## src/rtl/shift_pipe.sv

```systemverilog
// shift_pipe: pipelined barrel shifter (SLL/SRL/SRA/ROL/ROR) with a tag sideband.
// Shift levels run largest-first and are spread over STAGES register stages.
//
// Handshake: an operation transfers on a rising edge where in_valid && in_ready.
// A result transfers on a rising edge where out_valid && out_ready. in_ready is
// !out_valid || out_ready and does not depend on in_valid. When it is low, every
// stage holds, bubbles included, so out_data/out_tag stay stable under back-pressure.
module shift_pipe #(
  parameter int XLEN   = 32,
  parameter int SHW    = $clog2(XLEN),
  parameter int STAGES = 2,
  parameter int TAG_W  = 4
) (
  input  logic             clk,
  input  logic             rst,
  input  logic             in_valid,
  output logic             in_ready,
  input  logic [2:0]       in_op,
  input  logic [XLEN-1:0]  in_a,
  input  logic [SHW-1:0]   in_shamt,
  input  logic [TAG_W-1:0] in_tag,
  output logic             out_valid,
  input  logic             out_ready,
  output logic [XLEN-1:0]  out_data,
  output logic [TAG_W-1:0] out_tag
);

  localparam logic [2:0] OP_SLL = 3'b000;
  localparam logic [2:0] OP_SRL = 3'b001;
  localparam logic [2:0] OP_SRA = 3'b010;
  localparam logic [2:0] OP_ROL = 3'b011;
  localparam logic [2:0] OP_ROR = 3'b100;

  // Stage that owns shifter level lvl (level lvl shifts by 2^(SHW-1-lvl)).
  function automatic int stage_of(input int lvl);
    return (lvl * STAGES) / SHW;
  endfunction

  // One shifter level by a fixed distance k; the SRA fill is the captured sign.
  function automatic logic [XLEN-1:0] shift_level(input logic [XLEN-1:0] d,
                                                  input logic [2:0] op,
                                                  input logic sign,
                                                  input int k);
    logic [XLEN-1:0] r;
    r = d;
    case (op)
      OP_SLL:  r = d << k;
      OP_SRL:  r = d >> k;
      OP_SRA:  r = (d >> k) | (sign ? ~({XLEN{1'b1}} >> k) : '0);
      OP_ROL:  r = (d << k) | (d >> (XLEN - k));
      OP_ROR:  r = (d >> k) | (d << (XLEN - k));
      default: r = d;
    endcase
    return r;
  endfunction

  // Stage registers: data, op, shift amount, captured sign, tag, valid.
  logic [XLEN-1:0]  r_data  [STAGES];
  logic [2:0]       r_op    [STAGES];
  logic [SHW-1:0]   r_shamt [STAGES];
  logic             r_sign  [STAGES];
  logic [TAG_W-1:0] r_tag   [STAGES];
  logic             r_valid [STAGES];

  // Per-stage sources (inputs for stage 0, previous register otherwise) and results.
  logic [XLEN-1:0]  w_src_data  [STAGES];
  logic [2:0]       w_src_op    [STAGES];
  logic [SHW-1:0]   w_src_shamt [STAGES];
  logic             w_src_sign  [STAGES];
  logic [TAG_W-1:0] w_src_tag   [STAGES];
  logic             w_src_valid [STAGES];
  logic [XLEN-1:0]  w_res       [STAGES];
  logic             w_advance;
  logic             w_unused;

  assign w_advance = !r_valid[STAGES-1] || out_ready;
  assign in_ready  = w_advance;
  assign out_valid = r_valid[STAGES-1];
  assign out_data  = r_data[STAGES-1];
  assign out_tag   = r_tag[STAGES-1];

  // The final stage's control fields have no consumer downstream.
  assign w_unused = ^{r_op[STAGES-1], r_shamt[STAGES-1], r_sign[STAGES-1]};

  // Select what each stage works on: fresh operation for stage 0, else the prior register.
  always_comb begin
    w_src_data[0]  = in_a;
    w_src_op[0]    = in_op;
    w_src_shamt[0] = in_shamt;
    w_src_sign[0]  = in_a[XLEN-1];
    w_src_tag[0]   = in_tag;
    w_src_valid[0] = in_valid;
    for (int s = 1; s < STAGES; s++) begin
      w_src_data[s]  = r_data[s-1];
      w_src_op[s]    = r_op[s-1];
      w_src_shamt[s] = r_shamt[s-1];
      w_src_sign[s]  = r_sign[s-1];
      w_src_tag[s]   = r_tag[s-1];
      w_src_valid[s] = r_valid[s-1];
    end
  end

  // Apply the shifter levels owned by each stage, largest distance first.
  always_comb begin
    for (int s = 0; s < STAGES; s++) begin
      w_res[s] = w_src_data[s];
      for (int i = 0; i < SHW; i++) begin
        if (stage_of(i) == s && w_src_shamt[s][SHW-1-i]) begin
          w_res[s] = shift_level(w_res[s], w_src_op[s], w_src_sign[s], 1 << (SHW - 1 - i));
        end
      end
    end
  end

  // Advance the whole pipeline together; clear everything on reset.
  always_ff @(posedge clk) begin
    if (rst) begin
      for (int s = 0; s < STAGES; s++) begin
        r_valid[s] <= 1'b0;
        r_data[s]  <= '0;
        r_op[s]    <= '0;
        r_shamt[s] <= '0;
        r_sign[s]  <= 1'b0;
        r_tag[s]   <= '0;
      end
    end else if (w_advance) begin
      for (int s = 0; s < STAGES; s++) begin
        r_valid[s] <= w_src_valid[s];
        r_data[s]  <= w_res[s];
        r_op[s]    <= w_src_op[s];
        r_shamt[s] <= w_src_shamt[s];
        r_sign[s]  <= w_src_sign[s];
        r_tag[s]   <= w_src_tag[s];
      end
    end
  end

endmodule

```

## config.mk

```make
export PLATFORM = sky130hd
export DESIGN_NAME = shift_pipe
export DESIGN_NICKNAME = d
export VERILOG_FILES = /design/src/rtl/shift_pipe.sv
export SDC_FILE = /design/constraint.sdc
export NUM_CORES = 1
export LEC_CHECK = 0
export CAP_MARGIN = 5
export CORE_UTILIZATION = 40
export DETAILED_ROUTE_END_ITERATION = 6
export DONT_BUFFER_PORTS = 1
export GPL_TIMING_DRIVEN = 0
export PLACE_DENSITY_LB_ADDON = 0.3
export SLEW_MARGIN = 5
export SYNTH_ARGS = -nofsm -noshare
export SYNTH_HDL_FRONTEND = slang
export SYNTH_SLANG_ARGS = --single-unit
```

## constraint.sdc

```tcl
create_clock -name clk -period 4.6 [get_ports clk]
set_clock_uncertainty 0.2 [all_clocks]
set_input_delay 0.46 -clock clk [delete_from_list [all_inputs] [get_ports clk]]
set_output_delay 0.46 -clock clk [all_outputs]
set_load 0.1 [all_outputs]
```

==> results_dict.tcl <==
# metrics dict for downstream scripts
set metrics [dict create \
    p_clk_share_pct 25.9 \
    vias 7528 \
    portBuffers 0 \
    avgSynthCellArea_um2 8.491 \
    worstPathArrival_ps 3920 \
    antenna_found_initial 0 \
    yosysWarnings 0 \
    combGateArea_um2 4324 \
    overflow 0 \
    grt_usage_pct 27.65 \
    drt_wl_total_um 26960 \
    most_common_cell "nor2_1" \
    root_buffer "clkbuf_16" \
    drv_slew 0 \
    top_area_cell "edfxtp_1" \
    p_seq_share_pct 34.3 \
    min_period_over_period_pct 85.35 \
    share_comb_of_total_power_pct 39.8 \
    synth_seq_share_pct 32.37 \
    status "complete, but fails checks" \
    fin_crit_ps 3926 \
    place_hpwl_um 20180 \
    warnings 26 \
    ff2ff_setup_slack_ps 670 \
    syn_area_um2 7421 \
    grt_max_degree 71 \
    rows 49 \
    ys.flops 80 \
    max_freq_ghz 0.2547 \
    worstMarginPinSlew_ps 1125 \
    postCtsResizedCells 0 \
    violations "design-rule violations" \
    p_total_mw 2.820 \
    cts_tree "done" \
    die_area_um2 19100 \
    ys_chip_area_um2 7421 \
    ant_nets 0 \
    clock_path_buffers 2 \
    pre_cts_slack_ps 720.8 \
    ys_cells 874 \
    die_y_um 138.2 \
    edf_count 80 \
    hold_buffers 0 \
    area_growth_pct 8.329 \
    fp.dieW_um 138.2 \
    internal_power_mw 1.625 \
    postCtsSetupBuffers 0 \
    rsz0062_at_grt "false" \
    synth.net_count 922 \
    slew_headroom_pct 25.02 \
    worst_slack_ps 673.9 \
    power.switching_mw 1.195 \
    critPathKind "reg2reg" \
    gp_congestion 1.008 \
    dpl_cell_area_um2 7737 \
    max_cap_viol_count 0 \
    netlist.area_leader.share_pct 32.37 \
    postLayoutCellArea_um2 8039 \
    avgViaCountPerCell 6.721 \
    clock_sinks 80 \
    switching_share_pct 42.38 \
    worst_r2r_path_depth 6 \
    clkSlewWorstSetupHoldPaths_ps 70 \
    crit_fanout 10 \
    drive_gt1_share_pct 15.60 \
    crit_path_end_kind "flop" \
    cp_data_required_time_ps 4600 \
    grt_pass1_wl_um 40780 \
    dr.first_iter.drc_count 928 \
    ctsHtreeMaxLevel 3 \
    reg2reg_to "r_data[0][63]$_SDFFCE_PN0P_" \
    hold_viol 0 \
    startpoint "r_valid[0][1]$_SDFFCE_PN0P_" \
    drc 22 \
]
-- worst min-delay path by stage --
stage / endpoint / from / slack [ps]
floorplan: r_tag[0][4]$_SDFFCE_PN0P_ / r_tag[0][0]$_SDFFCE_PN0P_ / 300
global placement: r_valid[0][1]$_SDFFCE_PN0P_ / r_valid[0][0]$_SDFFCE_PN0P_ / 300
detailed placement: r_tag[0][7]$_SDFFCE_PN0P_ / r_tag[0][3]$_SDFFCE_PN0P_ / 300
CTS: r_tag[0][0]$_SDFFCE_PN0P_ / in_tag[0] / 100
global route: r_tag[0][3]$_SDFFCE_PN0P_ / in_tag[3] / 100
finish: r_tag[0][2]$_SDFFCE_PN0P_ / in_tag[2] / 100
-- flip-flops by register name, summed over array words and instances (netlist names) --
register,cells
r_shamt,2
r_sign,1
r_valid,2
r_data,64
r_tag,8
r_op,3
-- layout make-up --
type	instances	area share [%]
inverters	7	0.3268
multi-input cells	665	53.79
clock buffers	9	2.802
plain buffers	122	8.342
flip-flops and latches	80	29.88
repair buffers	1	0.3424
well taps	229	3.564
clock inverters	7	0.9494
-- worst max-delay path, cell delays in order, from the launching register on --
cell and delay [ps]:
edfxtp_1 780, nand2b_1 990, nor2b_1 460, clkbuf_1 560
clkbuf_1 460, o21ai_0 180, nor2_1 130
-- routing by layer --
layer  global-route usage [%]  vias to the layer above  share of wire [%]
met5                        0                        -                  0
met3                    6.858                       97                 10
met4                    13.01                        0                4.5
met1                    34.99                     3514                 41
li1                         -                     3434                  -
met2                    44.39                      483                 45
-- cell families (layout without fill, tap and decap cells) --
group	after synthesis	count (layout)	share of synthesized area [%]
muxes	16	16	2.327
xor gates and xnor gates	2	2	0.2361
buffers and inverters	129	146	9.391
AOI/OAI and AO/OA	394	394	39.34
adders and majority gates	1	1	0.1349
and+or+nand+nor	252	252	16.20
DFF	80	80	32.37
-- placed cells by master, fill, tap and decap left out, types with 19 or more instances in the layout --
cell and count:
o21ai_0 94, buf_4 39, nor2_1 118, a21oi_1 39, clkbuf_1 49, edfxtp_1 80, nand2_1 38, a22oi_1 25
and2_1 22, buf_2 28, a221oi_1 63, nand2b_1 19
-- power groups by stage --
stage | Combinational [mW] | Clock, mW | Sequential (mW)
final | 1.12 | 0.730 | 0.968
after global routing | 1.18 | 0.758 | 0.977
after CTS | 1.09 | 0.731 | 0.968
after detailed placement | 1.09 | 0 | 0.983
after global placement | 1.09 | 0 | 0.982
after floorplan | 0.896 | 0 | 0.957
### Routing congestion

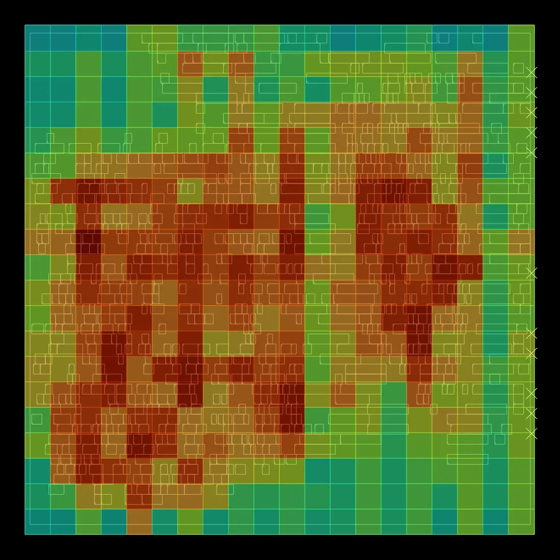
drt wl/cell: 24.07 um
post-route core utilization: 44.45%
grt met1 use: 34.99%
met3 Usage GRT: 6.858%
Top Usage Layer GRT: met2

### Gate families picked out

Bar = 50 um.
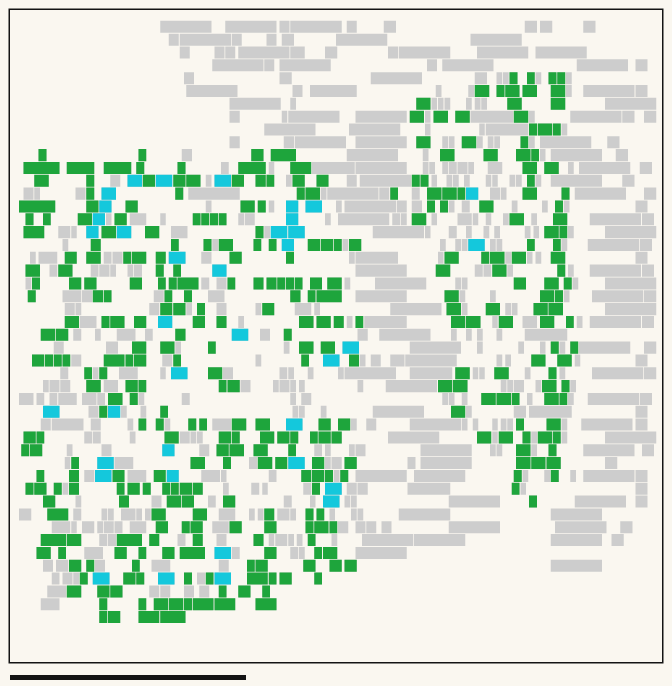
Cyan shows AND-OR and OR-AND gates, cells 37. Green shows inverting AOI/OAI gates, cells 357.

Power figures rest on the tool's default switching activity, not on a simulated workload.
